`config.mk`:
```
export PLATFORM = sky130hd
export DESIGN_NAME = alu_rs_array
export DESIGN_NICKNAME = d
export VERILOG_FILES = /design/src/rtl/alu_rs_array.sv
export SDC_FILE = /design/constraint.sdc
export NUM_CORES = 1
export LEC_CHECK = 0
export CAP_MARGIN = 20
export CORE_ASPECT_RATIO = 1.2
export CORE_MARGIN = 4
export CORE_UTILIZATION = 45
export DETAILED_ROUTE_END_ITERATION = 7
export PLACE_DENSITY_LB_ADDON = 0.25
export SETUP_SLACK_MARGIN = 0.15
export SLEW_MARGIN = 20
export SYNTH_ARGS = -nofsm -noshare
export SYNTH_HDL_FRONTEND = slang
export SYNTH_SLANG_ARGS = --single-unit
```
`constraint.sdc`:
```
create_clock -name clk -period 12.5 [get_ports clk]
set_input_delay 2.5 -clock clk [delete_from_list [all_inputs] [get_ports clk]]
set_output_delay 2.5 -clock clk [all_outputs]
set_load 0.005 [all_outputs]
```
`src/rtl/alu_rs_array.sv`:
```
// alu_rs_array: multi-entry ALU reservation station with CDB snoop, round-robin issue and a
// req/ack result register. Rev 1.0. Optional macro: ALU_RS_DISPATCH_BYPASS_EN.
`default_nettype none

module alu_rs_array #(
  parameter int DATA_W   = 4,
  parameter int TAG_W    = 4,
  parameter int DEPTH    = 4,
  parameter int BASE_TAG = 8
) (
  input  logic                       clk,
  input  logic                       rst,
  input  logic                       disp_valid,
  output logic                       disp_ready,
  input  logic [1:0]                 disp_op,
  input  logic [DATA_W-1:0]          disp_a,
  input  logic [DATA_W-1:0]          disp_b,
  input  logic                       disp_a_valid,
  input  logic                       disp_b_valid,
  output logic [TAG_W-1:0]           disp_tag,
  input  logic                       cdb_in_valid,
  input  logic [TAG_W-1:0]           cdb_in_tag,
  input  logic [DATA_W-1:0]          cdb_in_data,
  output logic                       cdb_out_req,
  output logic [TAG_W-1:0]           cdb_out_tag,
  output logic [DATA_W-1:0]          cdb_out_data,
  input  logic                       cdb_out_ack,
  output logic [$clog2(DEPTH+1)-1:0] occupancy
);
  localparam int IDX_W = $clog2(DEPTH);
  localparam int OCC_W = $clog2(DEPTH+1);
  localparam logic [1:0] S_FREE   = 2'd0;
  localparam logic [1:0] S_WAIT   = 2'd1;
  localparam logic [1:0] S_READY  = 2'd2;
  localparam logic [1:0] S_ISSUED = 2'd3;
  localparam logic [TAG_W-1:0] C_BASE_TAG = TAG_W'(BASE_TAG);

  logic [1:0]        r_state [DEPTH];
  logic [1:0]        r_op    [DEPTH];
  logic [DATA_W-1:0] r_a     [DEPTH];
  logic [DATA_W-1:0] r_b     [DEPTH];
  logic [DEPTH-1:0]  r_av;
  logic [DEPTH-1:0]  r_bv;
  logic [IDX_W-1:0]  r_rr;
  logic [IDX_W-1:0]  r_oidx;
  logic              r_req;
  logic [TAG_W-1:0]  r_otag;
  logic [DATA_W-1:0] r_odata;

  logic              w_free_found;
  logic [IDX_W-1:0]  w_free_idx;
  logic              w_iss_found;
  logic [IDX_W-1:0]  w_iss_idx;
  logic [IDX_W-1:0]  w_j;
  logic [DEPTH-1:0]  w_hit_a;
  logic [DEPTH-1:0]  w_hit_b;
  logic [OCC_W-1:0]  w_occ;
  logic [DATA_W-1:0] w_alu;
  logic [DATA_W-1:0] w_da;
  logic [DATA_W-1:0] w_db;
  logic              w_dav;
  logic              w_dbv;
  logic              w_byp_a;
  logic              w_byp_b;
  logic              w_disp;
  logic              w_ack;
  logic              w_issue;

  // Lowest-index free entry wins allocation; scanning downward leaves the lowest match last.
  always_comb begin
    w_free_found = 1'b0;
    w_free_idx   = '0;
    for (int i = DEPTH-1; i >= 0; i--) begin
      if (r_state[i] == S_FREE) begin
        w_free_found = 1'b1;
        w_free_idx   = IDX_W'(i);
      end
    end
  end

  always_comb begin
    w_occ   = '0;
    w_hit_a = '0;
    w_hit_b = '0;
    for (int i = 0; i < DEPTH; i++) begin
      if (r_state[i] != S_FREE) w_occ = w_occ + 1'b1;
      w_hit_a[i] = cdb_in_valid && (r_state[i] == S_WAIT) && !r_av[i] &&
                   (r_a[i][TAG_W-1:0] == cdb_in_tag);
      w_hit_b[i] = cdb_in_valid && (r_state[i] == S_WAIT) && !r_bv[i] &&
                   (r_b[i][TAG_W-1:0] == cdb_in_tag);
    end
  end

  always_comb begin
    w_iss_found = 1'b0;
    w_iss_idx   = '0;
    w_j         = '0;
    for (int k = 0; k < DEPTH; k++) begin
      w_j = IDX_W'((int'(r_rr) + k) % DEPTH);
      if (!w_iss_found && (r_state[w_j] == S_READY)) begin
        w_iss_found = 1'b1;
        w_iss_idx   = w_j;
      end
    end
  end

  always_comb begin
    case (r_op[w_iss_idx])
      2'b00:   w_alu = r_a[w_iss_idx] + r_b[w_iss_idx];
      2'b01:   w_alu = r_a[w_iss_idx] - r_b[w_iss_idx];
      2'b10:   w_alu = r_a[w_iss_idx] & r_b[w_iss_idx];
      default: w_alu = r_a[w_iss_idx] ^ r_b[w_iss_idx];
    endcase
  end

`ifdef ALU_RS_DISPATCH_BYPASS_EN
  assign w_byp_a = cdb_in_valid && !disp_a_valid && (disp_a[TAG_W-1:0] == cdb_in_tag);
  assign w_byp_b = cdb_in_valid && !disp_b_valid && (disp_b[TAG_W-1:0] == cdb_in_tag);
`else
  assign w_byp_a = 1'b0;
  assign w_byp_b = 1'b0;
`endif

  assign w_da    = w_byp_a ? cdb_in_data : disp_a;
  assign w_db    = w_byp_b ? cdb_in_data : disp_b;
  assign w_dav   = disp_a_valid | w_byp_a;
  assign w_dbv   = disp_b_valid | w_byp_b;
  assign w_disp  = disp_valid && w_free_found;
  assign w_ack   = r_req && cdb_out_ack;
  assign w_issue = w_iss_found && (!r_req || cdb_out_ack);

  // Snoop, dispatch, issue and ack touch entries in distinct states, so their writes never collide.
  always_ff @(posedge clk) begin
    if (rst) begin
      for (int i = 0; i < DEPTH; i++) begin
        r_state[i] <= S_FREE;
        r_op[i]    <= '0;
        r_a[i]     <= '0;
        r_b[i]     <= '0;
      end
      r_av    <= '0;
      r_bv    <= '0;
      r_rr    <= '0;
      r_oidx  <= '0;
      r_req   <= 1'b0;
      r_otag  <= '0;
      r_odata <= '0;
    end else begin
      for (int i = 0; i < DEPTH; i++) begin
        if (w_hit_a[i]) begin
          r_a[i]  <= cdb_in_data;
          r_av[i] <= 1'b1;
        end
        if (w_hit_b[i]) begin
          r_b[i]  <= cdb_in_data;
          r_bv[i] <= 1'b1;
        end
        if ((r_state[i] == S_WAIT) && (r_av[i] || w_hit_a[i]) && (r_bv[i] || w_hit_b[i]))
          r_state[i] <= S_READY;
      end
      if (w_disp) begin
        r_state[w_free_idx] <= (w_dav && w_dbv) ? S_READY : S_WAIT;
        r_op[w_free_idx]    <= disp_op;
        r_a[w_free_idx]     <= w_da;
        r_b[w_free_idx]     <= w_db;
        r_av[w_free_idx]    <= w_dav;
        r_bv[w_free_idx]    <= w_dbv;
      end
      if (w_ack) r_state[r_oidx] <= S_FREE;
      if (w_issue) begin
        r_state[w_iss_idx] <= S_ISSUED;
        r_req              <= 1'b1;
        r_otag             <= C_BASE_TAG + TAG_W'(w_iss_idx);
        r_odata            <= w_alu;
        r_oidx             <= w_iss_idx;
        r_rr               <= (w_iss_idx == IDX_W'(DEPTH-1)) ? '0 : w_iss_idx + 1'b1;
      end else if (w_ack) begin
        r_req <= 1'b0;
      end
    end
  end

  assign disp_ready   = w_free_found;
  assign disp_tag     = C_BASE_TAG + TAG_W'(w_free_idx);
  assign cdb_out_req  = r_req;
  assign cdb_out_tag  = r_otag;
  assign cdb_out_data = r_odata;
  assign occupancy    = w_occ;

endmodule

`default_nettype wire

```
==> flow.log <==
[metrics] run summary
[metrics] crit-path leading delay family: buffers and inverters
[metrics] Multi-Input Combinational: 352
[metrics] Placed Instances: 607
[metrics] total power after layout: 1400 uW
[metrics] crit path max-delay cell type: sky130_fd_sc_hd__nor2_1
[metrics] net count of the finished layout: 536
[metrics] RSZ-0062 raised after global routing: no
[metrics] number of hold-repair buffers added at the cts stage: 0
[metrics] initial antenna violation count: 2
[metrics] Comb area share: 0.473
[metrics] result of the run: complete, no violations
[metrics] Signal buf overhead: 0.0745
[metrics] cell taking the most area after synthesis: sky130_fd_sc_hd__edfxtp_1
[metrics] WL/cell: 19.4 um
[metrics] Distinct lib cells used: 67
[metrics] area of placed instances: 4860 sq um
[metrics] part of the total power dissipated in combinational logic: 0.543
[metrics] Worst Max-Slew Pin Slew: 0.683 ns
[metrics] relative max-transition margin: 0.545
[metrics] data arrival at the endpoint of the critical path: 2.91 ns
[metrics] Max-area cell share: 0.270
[metrics] commonest cells in the synthesized netlist: sky130_fd_sc_hd__nor2_1 (51), sky130_fd_sc_hd__edfxtp_1 (40), sky130_fd_sc_hd__nand2_1 (36)
[metrics] Setup-failing EPs final: 0
[metrics] Commonest Layout Cell: sky130_fd_sc_hd__nor2_1
[metrics] DP Worst Slack: 7.42 ns
[metrics] maxcap violations: 0
[metrics] antenna cells: 1
[metrics] remaining number of nets flagged by the antenna check after routing: 0
[metrics] RePlAce Congestion: 0.929
[metrics] count of inverters other than clock inverters in the layout: 25
[metrics] yosys cell count: 470
[metrics] Post-Synth Adder-Cell Area: 0.0467
[metrics] share of power burned in registers: 0.250
[metrics] Buffers excl. clock: 39
[metrics] clock-pin slew of the registers on the worst-case setup and hold paths: 0.05 ns
[metrics] power attributed to sequential cells: 351 uW
[metrics] # Post-CTS Setup Buffers: 0
[metrics] post-synthesis mux area share: 0.0498
[metrics] portion of the layout cell area used by clock cells: 0.0658
[metrics] count of vias placed by the detailed router: 3688
[metrics] number of search-and-repair iterations in the first detailed-routing pass: 5
[metrics] registers with the highest flip-flop counts: r_a (16), r_b (16)
[metrics] pin count of the biggest net entering global routing: 28
[metrics] highest-power group: combinational cells
[metrics] Most Frequent Cell on Critical Path: sky130_fd_sc_hd__ha_1
[metrics] GRT Residual Overflow: 0
[metrics] I/O pins: 42
[metrics] Cell Area, Synth: 4450 sq um
[metrics] HP Class: reg2reg
[metrics] 1st-iter DRT viols: 317
[metrics] largest incremental delay on the critical path: 0.47 ns
[metrics] yosys stat area: 4450 sq um
[metrics] crit path DRT: 10.00 ns
[metrics] Max Slew Vio Count: 0
[metrics] area delta synth->final: 17.1%
[metrics] setup TNS: 0 ns
[metrics] maximum fanout count along the critical path: 9
[metrics] # fillers: 857
[metrics] number of design rule violations left after detail routing: 0
[metrics] number of H-tree branching levels: 3
[metrics] final number of hold-violating endpoints: 0
[metrics] largest buffer count on any clock path: 2
[metrics] Fmax: 0.185 GHz
[metrics] quantity of I/O buffers inserted on ports: 38
[metrics] final critical delay including setup and external delays: 5.41 ns
[metrics] ratio of final minimum period to clock period: 0.433
[metrics] share of the synthesized netlist area taken by xor and xnor gates: 0.0768
[metrics] die outline area: 11500 sq um
[metrics] total of warnings raised by yosys: 0
## routing by layer
| metal | vias up | GRT usage | part of all wire |
|---|---|---|---|
| met4 | 2 | 0.0701 | 0.018 |
| met3 | 18 | 0.0356 | 0.058 |
| met2 | 137 | 0.383 | 0.50 |
| met5 | - | 0 | 0.0011 |
| li1 | 1773 | - | - |
| met1 | 1758 | 0.268 | 0.42 |
## worst paths after layout
path                     endpoint       startpoint  slack, ns  cells past startpoint
setup / recovery     occupancy[1]    r_state[0][1]       7.09                      7
hold / removal    cdb_out_data[3]  cdb_out_data[3]       0.48                      2
setup reg to reg  cdb_out_data[3]    r_state[3][0]       7.53                     17
hold reg to reg   cdb_out_data[3]  cdb_out_data[3]       0.48                      2
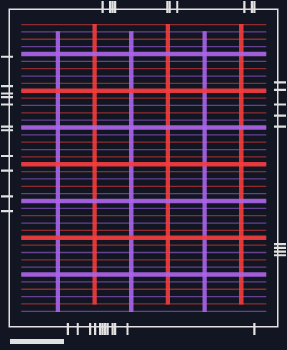
(power grid)
Bar = 20 um. Pins as bars on the die edge.
VDD -> red
VSS -> purple
met4 straps = 6
met5 straps = 7
VDD IR max: 0.106 mV
DIE WIDTH: 98.8 um
height of the die: 117 um
core box area: 9610 sq um

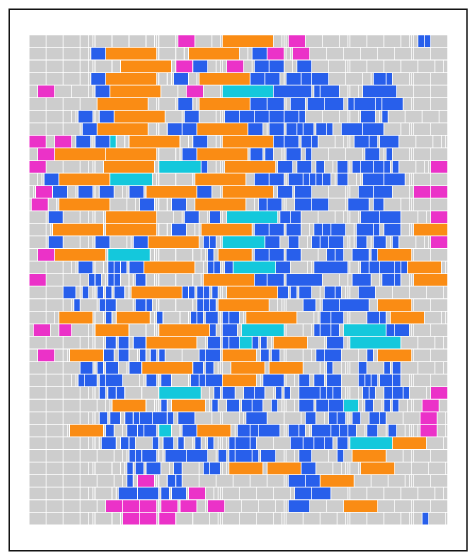
(placement by cell class)
Fill, decap, tap and diode cells in gray.
clock drivers and dummy loads -> cyan  # cells 16
remaining logic cells -> blue  # cells 377
registers -> orange  # cells 68
remaining buffers and delay cells -> magenta  # cells 39
post-layout util: 0.542
standard-cell rows: 39
sequential share of cell area: 0.338
final instance area: 5210 sq um

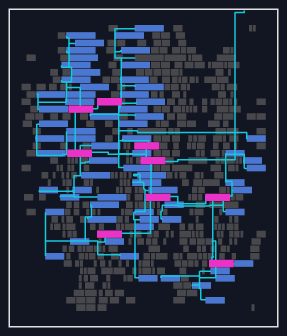
(clock wires, drivers and flops)
clock wires -> cyan  # length 879 um
flip-flops -> blue  # count 68
clock-net drivers -> magenta  # count 9
flops lie = spread over the die
routed clock nets = 10
source-to-sink clock delay at the later pin of the worst-skew pair: 0.33 ns
worst setup skew after layout: 0.00844 ns
clock distribution power: 291 uW

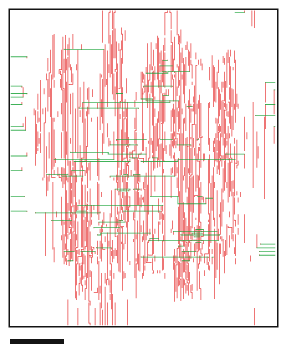
(signal wires by layer)
Bar = 20 um. Two of the layers only.
M2 -> red  # wire length 6040 um
M3 -> green  # wire length 699 um

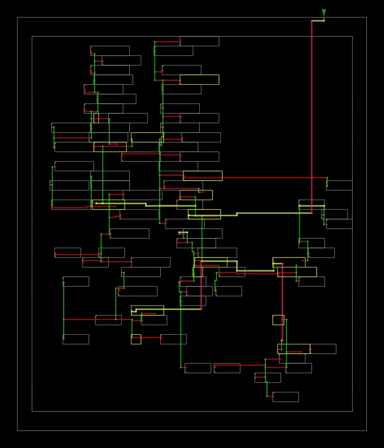
(clock routing)
number of clock sinks seen by CTS: 68
number of sequential cells: 68
TritonCTS buffer count: 9
clock buffers: 10

No activity file was given, so power comes from the tool's default toggle rates.
